**Run 1: cells colored by class**

Scale: 4 px per um.
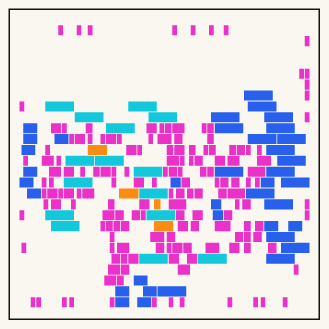
**Run 1: wiring by layer**

Scale: 4 px per um.
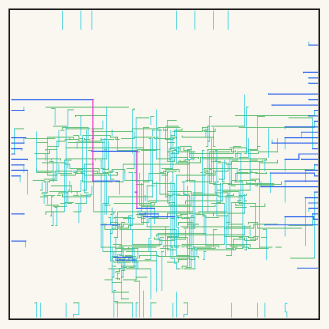
**Run 1: clock routing**

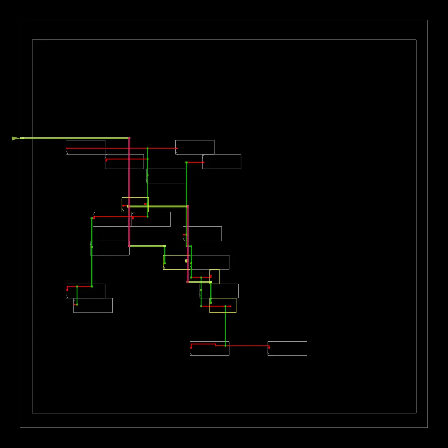
<file path="config.mk">
export PLATFORM = sky130hd
export DESIGN_NAME = mc_ctrl_flat
export DESIGN_NICKNAME = d
export VERILOG_FILES = /design/src/rtl/mc_ctrl_if.sv /design/src/rtl/mc_ctrl.sv /design/src/flat_wrapper.sv
export SDC_FILE = /design/constraint.sdc
export NUM_CORES = 1
export LEC_CHECK = 0
export CAP_MARGIN = 10
export CORE_MARGIN = 2
export CORE_UTILIZATION = 25
export DETAILED_ROUTE_END_ITERATION = 16
export PLACE_DENSITY = 0.61
export SLEW_MARGIN = 20
export SYNTH_ARGS = -nofsm -noshare
export SYNTH_HDL_FRONTEND = slang
export SYNTH_SLANG_ARGS = --single-unit
export TNS_END_PERCENT = 30
</file>
<file path="constraint.sdc">
create_clock -name clk -period 4.5 [get_ports clk]
set_clock_uncertainty 0.2 [all_clocks]
set_input_delay 1.125 -clock clk [delete_from_list [all_inputs] [get_ports clk]]
set_output_delay 1.125 -clock clk [all_outputs]
set_load 0.1 [all_outputs]
</file>
<file path="src/rtl/mc_ctrl_if.sv">
// rtl/mc_ctrl_if.sv - control/datapath bundle between mc_ctrl and the MIPS datapath
interface mc_ctrl_if #(
   parameter int ST_W = 3
);
   logic [5:0]      op;
   logic [5:0]      funct;
   logic            zero;
   logic            mem_rdy;
   logic            mem_req;
   logic            pc_wr;
   logic            ir_wr;
   logic            reg_wr;
   logic            dm_wr;
   logic [1:0]      alu_op;
   logic            alu_srcb;
   logic            ext_op;
   logic [1:0]      reg_dst;
   logic [1:0]      wd_sel;
   logic [1:0]      npc_sel;
   logic [ST_W-1:0] state;
   logic            retire;
   logic [31:0]     retire_cnt;

   modport master (
      input  op, funct, zero, mem_rdy,
      output mem_req, pc_wr, ir_wr, reg_wr, dm_wr, alu_op, alu_srcb, ext_op,
             reg_dst, wd_sel, npc_sel, state, retire, retire_cnt
   );

   modport slave (
      output op, funct, zero, mem_rdy,
      input  mem_req, pc_wr, ir_wr, reg_wr, dm_wr, alu_op, alu_srcb, ext_op,
             reg_dst, wd_sel, npc_sel, state, retire, retire_cnt
   );
endinterface

</file>
<file path="src/rtl/mc_ctrl.sv">
// rtl/mc_ctrl.sv - multi-cycle MIPS control FSM; RETIRE_CNT_EN adds a retired-instruction counter
module mc_ctrl #(
   parameter int ST_W = 3
) (
   input  logic     clk,
   input  logic     reset,
   mc_ctrl_if.master bus
);
   typedef enum logic [2:0] {
      S_FETCH  = 3'd0,
      S_DECODE = 3'd1,
      S_EXE    = 3'd2,
      S_MEM    = 3'd3,
      S_WB     = 3'd4,
      S_BR     = 3'd5,
      S_JMP    = 3'd6,
      S_UNUSED = 3'd7
   } state_t;

   localparam logic [5:0] OP_R   = 6'h00;
   localparam logic [5:0] OP_J   = 6'h02;
   localparam logic [5:0] OP_JAL = 6'h03;
   localparam logic [5:0] OP_BEQ = 6'h04;
   localparam logic [5:0] OP_ORI = 6'h0d;
   localparam logic [5:0] OP_LUI = 6'h0f;
   localparam logic [5:0] OP_LW  = 6'h23;
   localparam logic [5:0] OP_SW  = 6'h2b;
   localparam logic [5:0] F_JR   = 6'h08;
   localparam logic [5:0] F_ADDU = 6'h21;
   localparam logic [5:0] F_SUBU = 6'h23;

   state_t     cur, nxt;
   logic [5:0] op_q, funct_q;

   always_ff @(posedge clk) begin
      if (!reset) begin
         cur     <= S_FETCH;
         op_q    <= '0;
         funct_q <= '0;
      end else begin
         cur <= nxt;
         if (cur == S_DECODE) begin
            op_q    <= bus.op;
            funct_q <= bus.funct;
         end
      end
   end

   always_comb begin
      nxt          = cur;
      bus.mem_req  = 1'b0;
      bus.pc_wr    = 1'b0;
      bus.ir_wr    = 1'b0;
      bus.reg_wr   = 1'b0;
      bus.dm_wr    = 1'b0;
      bus.alu_op   = 2'd0;
      bus.alu_srcb = 1'b0;
      bus.ext_op   = 1'b0;
      bus.reg_dst  = 2'd0;
      bus.wd_sel   = 2'd0;
      bus.npc_sel  = 2'd0;
      bus.retire   = 1'b0;
      bus.state    = ST_W'(cur);
      case (cur)
         S_FETCH: begin
            bus.mem_req = 1'b1;
            if (bus.mem_rdy) begin
               bus.ir_wr = 1'b1;
               bus.pc_wr = 1'b1;
               nxt       = S_DECODE;
            end
         end
         // IR was written at the end of FETCH, so decode the live opcode here.
         S_DECODE: begin
            if (bus.op == OP_R) begin
               if (bus.funct == F_ADDU || bus.funct == F_SUBU) begin
                  nxt = S_EXE;
               end else if (bus.funct == F_JR) begin
                  nxt = S_JMP;
               end else begin
                  nxt        = S_FETCH;
                  bus.retire = 1'b1;
               end
            end else begin
               case (bus.op)
                  OP_ORI, OP_LUI, OP_LW, OP_SW: nxt = S_EXE;
                  OP_BEQ:                       nxt = S_BR;
                  OP_J, OP_JAL:                 nxt = S_JMP;
                  default: begin
                     nxt        = S_FETCH;
                     bus.retire = 1'b1;
                  end
               endcase
            end
         end
         S_EXE: begin
            case (op_q)
               OP_ORI: begin
                  bus.alu_op   = 2'd2;
                  bus.alu_srcb = 1'b1;
               end
               OP_LUI: begin
                  bus.alu_op   = 2'd3;
                  bus.alu_srcb = 1'b1;
               end
               OP_LW, OP_SW: begin
                  bus.alu_srcb = 1'b1;
                  bus.ext_op   = 1'b1;
               end
               default: bus.alu_op = (funct_q == F_SUBU) ? 2'd1 : 2'd0;
            endcase
            nxt = (op_q == OP_LW || op_q == OP_SW) ? S_MEM : S_WB;
         end
         S_MEM: begin
            bus.mem_req = 1'b1;
            bus.dm_wr   = (op_q == OP_SW);
            if (bus.mem_rdy) begin
               if (op_q == OP_SW) begin
                  nxt        = S_FETCH;
                  bus.retire = 1'b1;
               end else begin
                  nxt = S_WB;
               end
            end
         end
         S_WB: begin
            bus.reg_wr  = 1'b1;
            bus.reg_dst = (op_q == OP_R) ? 2'd1 : 2'd0;
            bus.wd_sel  = (op_q == OP_LW) ? 2'd1 : 2'd0;
            bus.retire  = 1'b1;
            nxt         = S_FETCH;
         end
         S_BR: begin
            bus.alu_op  = 2'd1;
            bus.ext_op  = 1'b1;
            bus.npc_sel = 2'd1;
            bus.pc_wr   = bus.zero;
            bus.retire  = 1'b1;
            nxt         = S_FETCH;
         end
         // jal links PC+4, which PC already holds since FETCH.
         S_JMP: begin
            bus.pc_wr = 1'b1;
            if (op_q == OP_R) begin
               bus.npc_sel = 2'd3;
            end else begin
               bus.npc_sel = 2'd2;
               if (op_q == OP_JAL) begin
                  bus.reg_wr  = 1'b1;
                  bus.reg_dst = 2'd2;
                  bus.wd_sel  = 2'd2;
               end
            end
            bus.retire = 1'b1;
            nxt        = S_FETCH;
         end
         default: nxt = S_FETCH;
      endcase
      if (!reset) begin
         bus.mem_req  = 1'b0;
         bus.pc_wr    = 1'b0;
         bus.ir_wr    = 1'b0;
         bus.reg_wr   = 1'b0;
         bus.dm_wr    = 1'b0;
         bus.alu_op   = 2'd0;
         bus.alu_srcb = 1'b0;
         bus.ext_op   = 1'b0;
         bus.reg_dst  = 2'd0;
         bus.wd_sel   = 2'd0;
         bus.npc_sel  = 2'd0;
         bus.retire   = 1'b0;
         bus.state    = '0;
      end
   end

`ifdef RETIRE_CNT_EN
   logic [31:0] cnt;

   always_ff @(posedge clk) begin
      if (!reset) begin
         cnt <= '0;
      end else if (bus.retire) begin
         cnt <= cnt + 32'd1;
      end
   end

   assign bus.retire_cnt = reset ? cnt : 32'h0;
`else
   assign bus.retire_cnt = 32'h0;
`endif
endmodule
</file>
<file path="src/flat_wrapper.sv">
// flat-port wrapper written by rule: the top's interface ports become plain ports
module mc_ctrl_flat 
#(
   parameter int ST_W = 3
)
  (clk, reset, bus_op, bus_funct, bus_zero, bus_mem_rdy, bus_mem_req, bus_pc_wr, bus_ir_wr, bus_reg_wr, bus_dm_wr, bus_alu_op, bus_alu_srcb, bus_ext_op, bus_reg_dst, bus_wd_sel, bus_npc_sel, bus_state, bus_retire, bus_retire_cnt);
  mc_ctrl_if #(.ST_W(ST_W)) bus_i ();
  input  logic clk;
  input  logic reset;
  input wire logic [$bits(bus_i.op)-1:0] bus_op;
  input wire logic [$bits(bus_i.funct)-1:0] bus_funct;
  input wire logic [$bits(bus_i.zero)-1:0] bus_zero;
  input wire logic [$bits(bus_i.mem_rdy)-1:0] bus_mem_rdy;
  output wire logic [$bits(bus_i.mem_req)-1:0] bus_mem_req;
  output wire logic [$bits(bus_i.pc_wr)-1:0] bus_pc_wr;
  output wire logic [$bits(bus_i.ir_wr)-1:0] bus_ir_wr;
  output wire logic [$bits(bus_i.reg_wr)-1:0] bus_reg_wr;
  output wire logic [$bits(bus_i.dm_wr)-1:0] bus_dm_wr;
  output wire logic [$bits(bus_i.alu_op)-1:0] bus_alu_op;
  output wire logic [$bits(bus_i.alu_srcb)-1:0] bus_alu_srcb;
  output wire logic [$bits(bus_i.ext_op)-1:0] bus_ext_op;
  output wire logic [$bits(bus_i.reg_dst)-1:0] bus_reg_dst;
  output wire logic [$bits(bus_i.wd_sel)-1:0] bus_wd_sel;
  output wire logic [$bits(bus_i.npc_sel)-1:0] bus_npc_sel;
  output wire logic [$bits(bus_i.state)-1:0] bus_state;
  output wire logic [$bits(bus_i.retire)-1:0] bus_retire;
  output wire logic [$bits(bus_i.retire_cnt)-1:0] bus_retire_cnt;
  assign bus_i.op = bus_op;
  assign bus_i.funct = bus_funct;
  assign bus_i.zero = bus_zero;
  assign bus_i.mem_rdy = bus_mem_rdy;
  assign bus_mem_req = bus_i.mem_req;
  assign bus_pc_wr = bus_i.pc_wr;
  assign bus_ir_wr = bus_i.ir_wr;
  assign bus_reg_wr = bus_i.reg_wr;
  assign bus_dm_wr = bus_i.dm_wr;
  assign bus_alu_op = bus_i.alu_op;
  assign bus_alu_srcb = bus_i.alu_srcb;
  assign bus_ext_op = bus_i.ext_op;
  assign bus_reg_dst = bus_i.reg_dst;
  assign bus_wd_sel = bus_i.wd_sel;
  assign bus_npc_sel = bus_i.npc_sel;
  assign bus_state = bus_i.state;
  assign bus_retire = bus_i.retire;
  assign bus_retire_cnt = bus_i.retire_cnt;
  mc_ctrl #(.ST_W(ST_W)) u_core (.clk(clk), .reset(reset), .bus(bus_i));
endmodule
</file>
==> flow_summary.json, run 1 <==
{
  "status": "finished, final reports clean",
  "ys_cells": 185,
  "routed-wl-met2_um": 1460,
  "arrival_ps": 2830,
  "wl_met1_um": 1490,
  "swShare_pct": 48.8,
  "clock.fmax_mhz": 241,
  "globalRouteMet1Util_pct": 14.6,
  "whs_ps": 260,
  "tns_ps": 0,
  "grt_pass1_vias": 1107,
  "powerClk_w": 0.000110,
  "port_buffers": 34,
  "ys_sh_mux_pct": 0.842,
  "ys_sh_aoi_pct": 19.8,
  "grt_max_degree": 18,
  "syn-mean-instance-area_sq_um": 7.23,
  "endpoint_kind": "primary output",
  "simple_gate_area_share_pct": 34.2,
  "worst_setup_path_start_kind": "input port",
  "p_sw_w": 0.000233,
  "place.detailed.hpwl_um": 2500,
  "crit_chain": "clkdlybuf4s50_1, and3b_1, o21ai_0, o21ai_0, a31oi_1, buf_12",
  "first_iter_violations": 75,
  "cts.htree.levels": 1,
  "grt_pass1_wl_um": 5330,
  "vias_per_cell": 4.46,
  "overflow": 0,
  "tool_warnings": 27,
  "yosysTopAreaCell": "dfxtp_1",
  "placed_area_sq_um": 1820,
  "critPathKind": "input port to primary output",
  "chipHeight_um": 77.1,
  "required_ps": 3170,
  "setup_viol": 0,
  "gr-usage-met3_pct": 3.41,
  "clock_power_share_pct": 23.1,
  "power_leakage_nw": 0.728,
  "routabilityCongestion": 0.825,
  "r2r_start": "u_core.cur[0]$_SDFFE_PN0P_",
  "layout.nets": 231,
  "route.detailed.drc": 0,
  "ys_seq_elements": 15,
  "top_area_share_pct": 22.5,
  "ys_chip_area_sq_um": 1340,
  "stdcell_count": 284,
  "drive_above_1_share_pct": 15.0,
  "timing.final.crit_share_pct": 92.2
}
Back to the opening pictures, 'cells colored by class':
| class | color | cells | share of their area |
|---|---|---|---|
| clock drivers and dummy loads | orange | 4 | 2.6% |
| combinational and other logic | magenta | 158 | 49% |
| remaining buffers and delay cells | blue | 37 | 31% |
| sequential cells | cyan | 15 | 17% |
Design Area, Final: 1860 sq um
Core Region: 5140 sq um
Final Core Density: 36.2%
flop share of the area: 16.1%

Back to the opening pictures, 'wiring by layer':
| layer | color | wire length |
|---|---|---|
| metal 4 | magenta | 34.7 um |
| metal 3 | blue | 260 um |
| metal 1 | green | 1490 um |
| metal 2 | cyan | 1460 um |
final WL: 3240 um
total global-route track usage: 10.8%
Via Count: 1268
WL/cell: 11.4 um

Back to the opening pictures, 'clock routing':
CTS sink cnt: 15
CTS Buf Count: 3
clock buffers: 3
Latency at later pin: 250 ps

run 1: cell usage after synthesis, types with 4 or more instances:
master    instances
nor2_1            8
nor2b_1           6
nand2_1          29
o31ai_1           4
nor3_1            5
clkbuf_1          8
nand3_1           7
and2_1            4
a21oi_1           4
nand2b_1          4
buf_4            33
dfxtp_1          15
a21boi_0         13
o21ai_0           4
run 1: worst max-delay path, delay by kind of cell:
kind	cells	cell delay (ps)
AND/OR/NAND/NOR	1	210
AND-OR/OR-AND	3	630
buffers and inverters	2	860
run 1: path summary, 6_finish.rpt:
| kind | slack [ps] | end | depth (start not counted) |
|---|---|---|---|
| max reg2reg | 2280 | u_core.op_q[3]$_SDFFE_PN0P_ | 4 |
| min | 260 | u_core.funct_q[5]$_SDFFE_PN0P_ | 2 |
| min reg2reg | 260 | u_core.funct_q[5]$_SDFFE_PN0P_ | 2 |
| max | 350 | bus_retire | 6 |
run 1: state kept, by name, summed over array words and instances (netlist names):
name            count
u_core.cur          3
u_core.funct_q      6
u_core.op_q         6
run 1: cells in the final DEF (no fill, tap or decap), types with 4 or more instances in the layout:
cell	instances
and2_1	4
o21ai_0	4
nor2b_1	6
nor3_1	4
clkdlybuf4s50_1	15
nand2b_1	4
conb_1	32
o31ai_1	4
nand3_1	7
buf_12	19
a21oi_1	4
nor2_1	8
nand2_1	29
dfxtp_1	15
a21boi_0	13
run 1: layout make-up:
type / count / area (sq um) / share of cell area (%)
multi-input combinational: 155 / 865 / 46.4
inverter: 3 / 11.3 / 0.604
clock inverter: 1 / 5.00 / 0.269
tap: 70 / 87.6 / 4.70
sequential: 15 / 300 / 16.1
timing repair buffer: 37 / 553 / 29.7
clock buffer: 3 / 41.3 / 2.22
==> run 1 -> run 2 <==
--- a/config.mk
+++ b/config.mk
@@ -6,7 +6,6 @@
 export NUM_CORES = 1
 export LEC_CHECK = 0
 export CAP_MARGIN = 10
-export CORE_MARGIN = 2
 export CORE_UTILIZATION = 25
 export DETAILED_ROUTE_END_ITERATION = 16
 export PLACE_DENSITY = 0.61
**Run 2: cells colored by class**

Scale: 4 px per um.
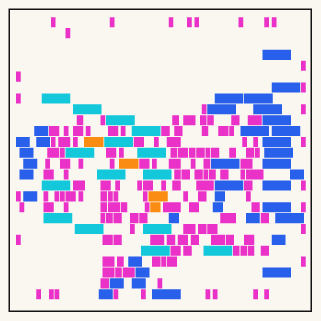
| class | color | cells | share of their area |
|---|---|---|---|
| combinational and other logic | magenta | 158 | 49% |
| remaining buffers and delay cells | blue | 37 | 31% |
| clock drivers and dummy loads | orange | 4 | 2.7% |
| sequential cells | cyan | 15 | 17% |
flop share of the area: 16.1%
Design Area, Final: 1870 sq um

**Run 2: wiring by layer**

Scale: 4 px per um.
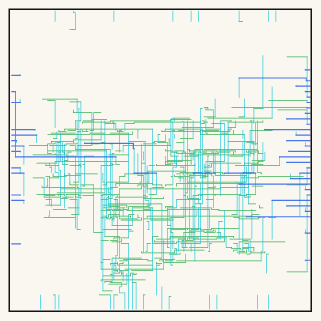
| layer | color | wire length |
|---|---|---|
| metal 3 | blue | 229 um |
| metal 4 | magenta | 16.3 um |
| metal 2 | cyan | 1410 um |
| metal 1 | green | 1530 um |
total global-route track usage: 11.4%
WL/cell: 11.2 um
Via Count: 1225

**Run 2: ports around the boundary**

Scale: 4 px per um. Pins as bars across the die edge, other pins in gray.
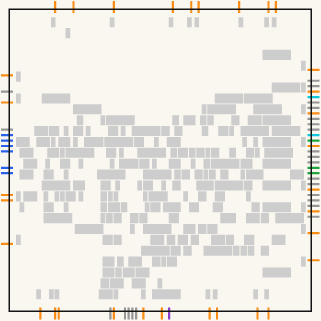
| port | color | pins | direction | edge |
|---|---|---|---|---|
| `bus_reg_dst` | cyan | 2 | output | right |
| `bus_funct` | blue | 6 | input | left |
| `bus_retire` | purple | 1 | output | bottom |
| `bus_retire_cnt` | orange | 32 | output | 10 bottom, 9 top, 8 right, 5 left |
| `bus_state` | green | 3 | output | right |
all pins by edge: 29 right, 16 bottom, 13 left, 9 top
Port Buffer Count: 34
Chip Width: 75.1 um

==> run 2 against run 1 <==
  * Synthesized cell count is the same
  * Power grew 0.60%
  * Via count shrank 3.4%
  * Utilization is essentially flat
  * Register-to-register slack gained 40 ps
  * Clock power grew 4%
  * Non-clock buffer count is the same
  * Global-route usage grew 0.51 points
  * First-iteration DRC count grew 21%
==> flow_summary.json, run 2 <==
{
  "status": "finished, final reports clean",
  "final_cell_mix": "32 x conb_1, 29 x nand2_1, 19 x buf_12",
  "clock.fmax_mhz": 241,
  "drive_above_1_share_pct": 15.0,
  "design.core.area_sq_um": 5140,
  "endpoint": "bus_retire",
  "swShare_pct": 48.9,
  "power_leakage_nw": 0.724,
  "whs_endpoint": "u_core.funct_q[3]$_SDFFE_PN0P_",
  "synth.cells.most_frequent": "33 x buf_4, 29 x nand2_1, 15 x dfxtp_1",
  "ys_seq_elements": 15,
  "layout.nets": 231,
  "grt_max_degree": 18,
  "grt_pass1_vias": 1024,
  "placed_area_sq_um": 1820,
  "synth_top_cell_by_count": "buf_4",
  "wl_um": 3180,
  "place.detailed.hpwl_um": 2500,
  "globalRouteMet1Util_pct": 15.2,
  "r2r-end": "u_core.funct_q[2]$_SDFFE_PN0P_",
  "whs_ps": 267,
  "route.detailed.drc": 0,
  "routabilityCongestion": 0.799,
  "overflow": 0,
  "clock_latency_ps": 250,
  "top_area_share_pct": 22.5,
  "ys_chip_area_sq_um": 1340,
  "r2r_cells": 4,
  "tool_warnings": 27,
  "clkSinkCount": 15,
  "timing.final.crit_share_pct": 92.1,
  "worst-r2r-setup-slack_ps": 2320,
  "gr-usage-met3_pct": 2.81,
  "wl_met1_um": 1530,
  "clock_power_share_pct": 23.7,
  "r2r_start": "u_core.cur[0]$_SDFFE_PN0P_",
  "tns_ps": 0,
  "largestRegisters": "u_core.funct_q: 6 flops, u_core.op_q: 6 flops, u_core.cur: 3 flops",
  "grt_pass1_wl_um": 4910,
  "required_ps": 3170,
  "hold_path_depth": 2
}
## run 2: cell counts after synthesis
Identical to the previous run, type by type.
## run 2: power by group through the flow
stage | Clock, W | Combinational (W) | Sequential (W)
after floorplan | 0 | 0.000200 | 0.000148
after global routing | 0.000125 | 0.000226 | 0.000151
after CTS | 0.000116 | 0.000217 | 0.000150
final | 0.000114 | 0.000217 | 0.000150
after detailed placement | 0 | 0.000217 | 0.000153
after global placement | 0 | 0.000216 | 0.000152
## run 2: area by class of cell
| cell class | instances | area [sq um] | area share, % |
|---|---|---|---|
| clock buffers | 3 | 41.3 | 2.21 |
| clock inverters | 1 | 7.51 | 0.402 |
| inverters | 3 | 11.3 | 0.604 |
| multi-input cells | 155 | 865 | 46.3 |
| flip-flops and latches | 15 | 300 | 16.1 |
| well taps | 70 | 87.6 | 4.69 |
| repair buffers | 37 | 553 | 29.6 |
## run 2: per-stage QoR
stage / power, W / std cells
2_1_floorplan: 0.000348 / 216
3_3_place_gp: 0.000368 / 280
3_5_place_dp: 0.000369 / 280
4_1_cts: 0.000483 / 284
5_1_grt: 0.000502 / 284
6_report: 0.000480 / 284
## run 2: worst max-delay path: stages
cell             delay, ps
clkdlybuf4s50_1        490
nor3_1                 400
a41oi_1                250
a31oi_1                330
buf_12                 220
## run 2: kinds of logic (layout without fill, tap and decap cells)
| logic type | count (synthesis) | in the layout | share of synthesized area [%] |
|---|---|---|---|
| other | 1 | 32 | 0.280 |
| DFF | 15 | 15 | 22.5 |
| buffers and inverters | 46 | 44 | 22.4 |
| AOI/OAI and AO/OA | 37 | 37 | 19.8 |
| muxes | 1 | 1 | 0.842 |
| and+or+nand+nor | 85 | 85 | 34.2 |
==> run 2 -> run 3 <==
--- a/config.mk
+++ b/config.mk
@@ -6,9 +6,10 @@
 export NUM_CORES = 1
 export LEC_CHECK = 0
 export CAP_MARGIN = 10
-export CORE_UTILIZATION = 25
+export CORE_MARGIN = 2
+export CORE_UTILIZATION = 43
 export DETAILED_ROUTE_END_ITERATION = 16
-export PLACE_DENSITY = 0.61
+export PLACE_DENSITY = 0.92
 export SLEW_MARGIN = 20
 export SYNTH_ARGS = -nofsm -noshare
 export SYNTH_HDL_FRONTEND = slang
==> run 3 against run 2 <==
  * Synthesized area stayed put
  * Power shrank 7.4%
  * Combinational power is essentially flat
  * Critical endpoint unchanged
  * Largest power group unchanged
==> flow_summary.json, run 3 <==
{
  "drive_above_1_share_pct": 14.6,
  "dp.cells": 242,
  "largestRegisters": "u_core.funct_q: 6 flops, u_core.op_q: 6 flops, u_core.cur: 3 flops",
  "globalRouteMet1Util_pct": 24.1,
  "placed_area_sq_um": 1760,
  "grt_pass1_wl_um": 5000,
  "whs_ps": 274,
  "gr-usage-met3_pct": 2.60,
  "setup_viol": 0,
  "worst_setup_path_start_kind": "input port",
  "timing.final.crit_share_pct": 92.7,
  "layout.nets": 230,
  "grt_max_degree": 20,
  "synth.cells.most_frequent": "33 x buf_4, 29 x nand2_1, 15 x dfxtp_1",
  "routabilityCongestion": 0.817,
  "final_cell_mix": "32 x conb_1, 29 x nand2_1, 19 x buf_12",
  "required_ps": 3170,
  "antenna_found_initial": 0,
  "vias_per_cell": 5.32,
  "grt_pass1_vias": 1091,
  "ys_chip_area_sq_um": 1340,
  "worst_slack_ps": 330,
  "tool_warnings": 27,
  "clkSinkCount": 15,
  "endpoint_kind": "primary output",
  "status": "finished, final reports clean",
  "design.core.area_sq_um": 3000,
  "finalPower_w": 0.000444,
  "crit_chain": "clkdlybuf4s50_1, nor3_1, a41oi_1, a31oi_1, buf_12",
  "yosysTopAreaCell": "dfxtp_1",
  "arrival_ps": 2850,
  "cts_setup_buffers": 0,
  "route.detailed.drc": 0,
  "max_stage_delay_ps": 480,
  "numCtsBuffers": 3,
  "port_buffers": 34,
  "tns_ps": 0,
  "ys_seq_elements": 15,
  "clock_latency_ps": 290,
  "overflow": 0,
  "clock.fmax_mhz": 240,
  "stdcell_count": 246,
  "syn-mean-instance-area_sq_um": 7.23,
  "ys_cells": 185,
  "power_leakage_nw": 0.715
}
[run 3: cell types whose count changed in the layout (fill, tap and decap cells not counted), sizes merged]
cell / delta
buf: -1
clkinv: +1
clkinvlp: -1
[run 3: path summary, 6_finish.rpt]
kind                                                      from                             end  slack [ps]  cells past startpoint
worst min register to register  u_core.funct_q[0]$_SDFFE_PN0P_  u_core.funct_q[0]$_SDFFE_PN0P_         270                      2
worst min-delay path            u_core.funct_q[0]$_SDFFE_PN0P_  u_core.funct_q[0]$_SDFFE_PN0P_         270                      2
worst max register to register      u_core.cur[0]$_SDFFE_PN0P_  u_core.funct_q[5]$_SDFFE_PN0P_        2310                      4
worst max-delay path                                 bus_op[3]                      bus_retire         330                      5
[run 3: final cells by class]
class | instances | area, sq um
timing repair buffer | 36 | 546
fill | 246 | 1210
tap | 33 | 41.3
multi-input combinational | 155 | 865
clock buffer | 3 | 22.5
inverter | 3 | 11.3
sequential | 15 | 300
clock inverter | 1 | 5.00
[run 3: metal layers]
| metal | part of all wire (%) | wire, um |
|---|---|---|
| met2 | 51 | 1570 |
| met1 | 41 | 1280 |
| met3 | 6.8 | 211 |
| met5 | 0 | 0 |
| met4 | 1.0 | 32 |
[run 3: kinds of logic after synthesis]
logic type / after synthesis / share of synthesized area (%)
AND/OR/NAND/NOR: 85 / 34.2
buffers and inverters: 46 / 22.4
AND-OR/OR-AND: 37 / 19.8
flip-flops: 15 / 22.5
multiplexers: 1 / 0.842
other: 1 / 0.280
[run 3: where the power goes]
part           total (W)  switching, W  internal [W]
registers       0.000150    0.00000963      0.000140
logic           0.000217      0.000175     0.0000423
clock network  0.0000778     0.0000447     0.0000331
[run 3: critical path: cells and delay by family]
family                 cells  cell delay (ps)
buffers and inverters      2              700
AOI/OAI and AO/OA          2              580
and+or+nand+nor            1              430
**Run 3: ports around the boundary**

Scale: 6 px per um. Pins as bars across the die edge, other pins in gray.
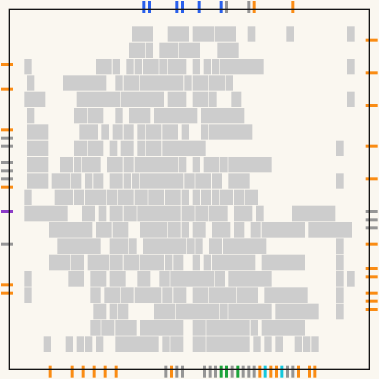
| port | color | pins | direction | edge |
|---|---|---|---|---|
| `bus_funct` | blue | 6 | input | top |
| `bus_retire` | purple | 1 | output | left |
| `bus_reg_dst` | cyan | 2 | output | bottom |
| `bus_state` | green | 3 | output | bottom |
| `bus_retire_cnt` | orange | 32 | output | 13 bottom, 11 right, 6 left, 2 top |
all pins by edge: 30 bottom, 14 right, 13 left, 10 top
Die Y-Extent: 59.8 um
Chip Width: 59.8 um

**Run 3: wiring by layer**

Scale: 4 px per um.
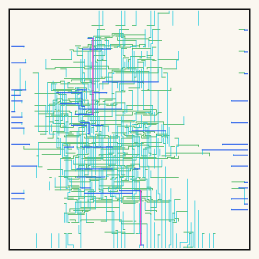
| layer | color | wire length |
|---|---|---|
| metal 2 | cyan | 1570 um |
| metal 1 | green | 1280 um |
| metal 3 | blue | 211 um |
| metal 4 | magenta | 32.6 um |
Via Count: 1308
final WL: 3090 um
total global-route track usage: 18.0%
WL/cell: 12.6 um

**Run 3: cells colored by class**

Scale: 4 px per um.
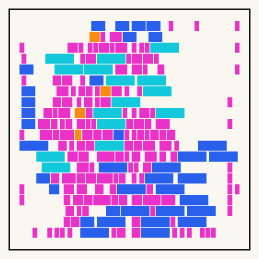
| class | color | cells | share of their area |
|---|---|---|---|
| remaining buffers and delay cells | blue | 36 | 31% |
| clock drivers and dummy loads | orange | 4 | 1.6% |
| combinational and other logic | magenta | 158 | 50% |
| sequential cells | cyan | 15 | 17% |
Final Core Density: 59.6%
Design Area, Final: 1790 sq um

Power and IR drop assume default switching activity.
